===== src/rtl/kbd_pkg.sv =====
// Shared types and constants for the PS/2 keyboard receive path and its CPU-side FIFO.
package kbd_pkg;

  // Receiver frame states
  typedef enum logic [1:0] {
    RX_IDLE   = 2'd0,
    RX_DATA   = 2'd1,
    RX_PARITY = 2'd2,
    RX_STOP   = 2'd3
  } rx_state_t;

  // Line levels of the framing bits
  localparam logic START = 1'b0;
  localparam logic STOP  = 1'b1;

  // key_data field positions
  localparam int KD_BYTE_LSB = 0;
  localparam int KD_BYTE_MSB = 7;
  localparam int KD_VALID    = 8;
  localparam int KD_OVF      = 9;

  // High when data plus parity bit carry an odd number of ones
  function automatic logic odd_parity_ok(input logic [7:0] data, input logic par);
    return ^{data, par};
  endfunction

endpackage


===== src/rtl/kbd_fifo_rx_ps2_rx.sv =====
// PS/2 serial receiver: pin synchronisers, falling-edge detect, frame FSM and
// inactivity timeout. Emits one registered byte_valid or frame_err pulse per frame.
module ps2_rx
  import kbd_pkg::*;
#(
  parameter int TIMEOUT_CYCLES = 50000
) (
  input  logic       clk,
  input  logic       rst,
  input  logic       ps2_clk,
  input  logic       ps2_data,
  output logic [7:0] rx_byte,
  output logic       byte_valid,
  output logic       frame_err
);

  localparam int            TW            = $clog2(TIMEOUT_CYCLES + 1);
  localparam logic [TW-1:0] TIMEOUT_LIMIT = TW'(TIMEOUT_CYCLES);

  logic [1:0]    clk_sync_r;
  logic [1:0]    data_sync_r;
  logic          clk_prev_r;
  logic          fall_s;
  logic          bit_s;
  logic          timeout_s;
  rx_state_t     state_r;
  logic [2:0]    bit_cnt_r;
  logic [7:0]    shift_r;
  logic          parity_r;
  logic [TW-1:0] idle_cnt_r;

  // Two-flop synchronisers on both pins plus a third flop for clock edge detection
  always_ff @(posedge clk or posedge rst) begin
    if (rst) begin
      clk_sync_r  <= 2'b11;
      data_sync_r <= 2'b11;
      clk_prev_r  <= 1'b1;
    end else begin
      clk_sync_r  <= {clk_sync_r[0], ps2_clk};
      data_sync_r <= {data_sync_r[0], ps2_data};
      clk_prev_r  <= clk_sync_r[1];
    end
  end

  assign fall_s    = clk_prev_r & ~clk_sync_r[1];
  assign bit_s     = data_sync_r[1];
  // A falling edge in the same cycle wins over the timeout
  assign timeout_s = (state_r != RX_IDLE) && !fall_s && (idle_cnt_r == TIMEOUT_LIMIT);

  // Counts cycles since the last falling edge while a frame is in progress
  always_ff @(posedge clk or posedge rst) begin
    if (rst) begin
      idle_cnt_r <= {TW{1'b0}};
    end else if ((state_r == RX_IDLE) || fall_s) begin
      idle_cnt_r <= {TW{1'b0}};
    end else if (idle_cnt_r != TIMEOUT_LIMIT) begin
      idle_cnt_r <= idle_cnt_r + TW'(1);
    end else begin
      idle_cnt_r <= idle_cnt_r;
    end
  end

  // Frame FSM: sample on falling edges, check parity/stop, pulse result outputs
  always_ff @(posedge clk or posedge rst) begin
    if (rst) begin
      state_r    <= RX_IDLE;
      bit_cnt_r  <= 3'd0;
      shift_r    <= 8'h00;
      parity_r   <= 1'b0;
      rx_byte    <= 8'h00;
      byte_valid <= 1'b0;
      frame_err  <= 1'b0;
    end else begin
      byte_valid <= 1'b0;
      frame_err  <= 1'b0;
      if (timeout_s) begin
        // Abandon the partial frame silently
        state_r   <= RX_IDLE;
        bit_cnt_r <= 3'd0;
        shift_r   <= 8'h00;
      end else if (fall_s) begin
        case (state_r)
          RX_IDLE: begin
            if (bit_s == START) begin
              state_r   <= RX_DATA;
              bit_cnt_r <= 3'd0;
            end
          end
          RX_DATA: begin
            shift_r   <= {bit_s, shift_r[7:1]};
            bit_cnt_r <= bit_cnt_r + 3'd1;
            if (bit_cnt_r == 3'd7) begin
              state_r <= RX_PARITY;
            end
          end
          RX_PARITY: begin
            parity_r <= bit_s;
            state_r  <= RX_STOP;
          end
          RX_STOP: begin
            state_r <= RX_IDLE;
            if ((bit_s == STOP) && odd_parity_ok(shift_r, parity_r)) begin
              rx_byte    <= shift_r;
              byte_valid <= 1'b1;
            end else begin
              frame_err <= 1'b1;
            end
          end
          default: state_r <= RX_IDLE;
        endcase
      end
    end
  end

endmodule


===== src/rtl/kbd_fifo_rx.sv =====
// Keyboard receive block: PS/2 receiver feeding a scancode FIFO that the CPU
// reads through key_data; one entry is popped per rising edge of read_key.
module kbd_fifo_rx
  import kbd_pkg::*;
#(
  parameter int FIFO_DEPTH     = 8,
  parameter int TIMEOUT_CYCLES = 50000
) (
  input  logic        clk,
  input  logic        rst,
  input  logic        ps2_clk,
  input  logic        ps2_data,
  input  logic        read_key,
  output logic [31:0] key_data,
  output logic        frame_err
);

  localparam int          AW       = $clog2(FIFO_DEPTH);
  localparam logic [AW:0] CNT_FULL = (AW + 1)'(FIFO_DEPTH);

  logic [7:0]    rx_byte;
  logic          byte_valid;
  logic [7:0]    mem_r [FIFO_DEPTH];
  logic [AW-1:0] rd_ptr_r;
  logic [AW-1:0] wr_ptr_r;
  logic [AW:0]   count_r;
  logic          overflow_r;
  logic          read_prev_r;
  logic          read_rise_s;
  logic          empty_s;
  logic          full_s;
  logic          pop_s;
  logic          push_s;
  logic          drop_s;

  ps2_rx #(
    .TIMEOUT_CYCLES(TIMEOUT_CYCLES)
  ) u_rx (
    .clk       (clk),
    .rst       (rst),
    .ps2_clk   (ps2_clk),
    .ps2_data  (ps2_data),
    .rx_byte   (rx_byte),
    .byte_valid(byte_valid),
    .frame_err (frame_err)
  );

  // A pop needs data present; a push into a full FIFO only lands if a pop frees a slot
  assign read_rise_s = read_key & ~read_prev_r;
  assign empty_s     = (count_r == {(AW + 1){1'b0}});
  assign full_s      = (count_r == CNT_FULL);
  assign pop_s       = read_rise_s & ~empty_s;
  assign push_s      = byte_valid & (~full_s | pop_s);
  assign drop_s      = byte_valid & full_s & ~pop_s;

  // Scancode storage, written at the tail
  always_ff @(posedge clk) begin
    if (push_s) begin
      mem_r[wr_ptr_r] <= rx_byte;
    end
  end

  // Pointers, occupancy, sticky overflow and read_key history
  always_ff @(posedge clk or posedge rst) begin
    if (rst) begin
      rd_ptr_r    <= {AW{1'b0}};
      wr_ptr_r    <= {AW{1'b0}};
      count_r     <= {(AW + 1){1'b0}};
      overflow_r  <= 1'b0;
      read_prev_r <= 1'b0;
    end else begin
      read_prev_r <= read_key;
      if (push_s) begin
        wr_ptr_r <= wr_ptr_r + AW'(1);
      end
      if (pop_s) begin
        rd_ptr_r <= rd_ptr_r + AW'(1);
      end
      case ({push_s, pop_s})
        2'b10:   count_r <= count_r + (AW + 1)'(1);
        2'b01:   count_r <= count_r - (AW + 1)'(1);
        default: count_r <= count_r;
      endcase
      if (read_rise_s) begin
        overflow_r <= 1'b0;
      end else if (drop_s) begin
        overflow_r <= 1'b1;
      end
    end
  end

  // CPU view of the FIFO head, built from registered state
  always_comb begin
    key_data           = 32'h0000_0000;
    key_data[KD_VALID] = ~empty_s;
    key_data[KD_OVF]   = overflow_r;
    if (!empty_s) begin
      key_data[KD_BYTE_MSB:KD_BYTE_LSB] = mem_r[rd_ptr_r];
    end else begin
      key_data[KD_BYTE_MSB:KD_BYTE_LSB] = 8'h00;
    end
  end

endmodule


===== config.mk =====
export PLATFORM = sky130hd
export DESIGN_NAME = kbd_fifo_rx
export DESIGN_NICKNAME = d
export VERILOG_FILES = /design/src/rtl/kbd_pkg.sv /design/src/rtl/kbd_fifo_rx_ps2_rx.sv /design/src/rtl/kbd_fifo_rx.sv
export SDC_FILE = /design/constraint.sdc
export NUM_CORES = 1
export LEC_CHECK = 0
export CAP_MARGIN = 5
export CORE_MARGIN = 10
export CORE_UTILIZATION = 53
export CTS_CLUSTER_DIAMETER = 60
export DETAILED_ROUTE_END_ITERATION = 6
export GPL_TIMING_DRIVEN = 0
export PLACE_DENSITY = 0.82
export SLEW_MARGIN = 20
export SYNTH_ARGS = -nofsm -noshare
export SYNTH_HDL_FRONTEND = slang
export SYNTH_SLANG_ARGS = --single-unit
export TNS_END_PERCENT = 50

===== constraint.sdc =====
create_clock -name clk -period 2.2 [get_ports clk]
set_clock_uncertainty 0.1 [all_clocks]
set_input_delay 0.44 -clock clk [delete_from_list [all_inputs] [get_ports clk]]
set_output_delay 0.44 -clock clk [all_outputs]
set_load 0.005 [all_outputs]

Fig. 1: clock routing
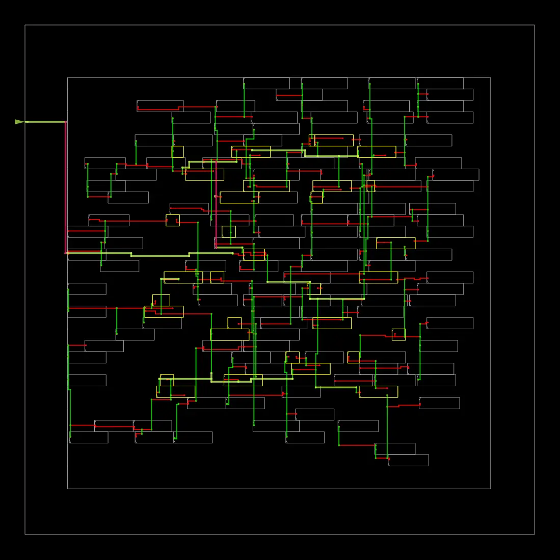
Inserted Clock Buffers: 17
seq_cells: 121
clk latency late pin: 510 ps
CTS Sinks: 121

Fig. 2: supply network
Pins as bars on the die edge. Tap cells in grey.
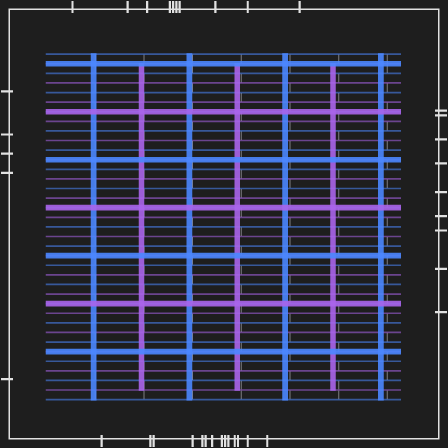
[VSS] blue
[VDD] purple
tap cells: 133
met1 rails: 37
met5 straps: 7
die height: 121 µm
Max VDD drop: 0.672 mV
CORE AREA: 9860 µm²
Die X: 121 µm

==> flow_summary.toml <==
# generated from flow reports
[outcome]
outcome = "complete, but fails checks"
violations = "negative setup slack"

[timing]
tightestPinTransition_ps = 705
setup_tns_ps = -3690
fin_ws_ps = -482
rsz0062_at_grt = "yes"
finalSetupViolations = 16
fin_crit_ps = 2680

[power]
p_int_mw = 5.66
p_clk_mw = 2.60

[routing]
first_pass_iters = 7
wl_per_cell_um = 18.1
drt-initial-drc-count = 190

[synthesis]
ys_sh_simple_pct = 10.8
yosysWarnings = 0
edf_count = 64
synth_area_leader_cell = "edfxtp_1"
ys_seq_elements = 121
xor_share_pct = 4.05
synthFlopType = "edfxtp_1"
aoi_share_pct = 3.54
top_cell = "edfxtp_1"
top_area_share_pct = 35.3

[placement]
io_buffers = 15
dp_worst_setup_slack_ps = -819
place_hpwl_um = 6490

[min_path]
min_to = "u_rx.clk_sync_r[0]$_DFF_PP1_"
hp-class = "input pin to register"

[critical_path]
cp_max_fo = 5
rr_worst_depth = 7
start_kind = "register"
cp_num_cells = 7
cpMostUsedCell = "buf_6"
r2r_end = "u_rx.shift_r[6]$_DFFE_PP0P_"

[global_route]
grt_max_degree = 58
grt_pass1_vias = 3379

[final_layout]
signal_buffers = 73
final_cells = 611
syn_to_final_growth_pct = 24.9
clkCellAreaFrac_pct = 8.20
comb_area_share_pct = 30.5
final_cell_mix = "edfxtp_1, dfrtp_1, buf_4, nor2_1, conb_1"

[cts]
postCtsSetupBuffers = 16
cts_hold_buf = 0
cts_htree_levels = 4
clk_pin_slew_ps = 60

[die]
nWellTaps = 133

[job]
warning_count = 34
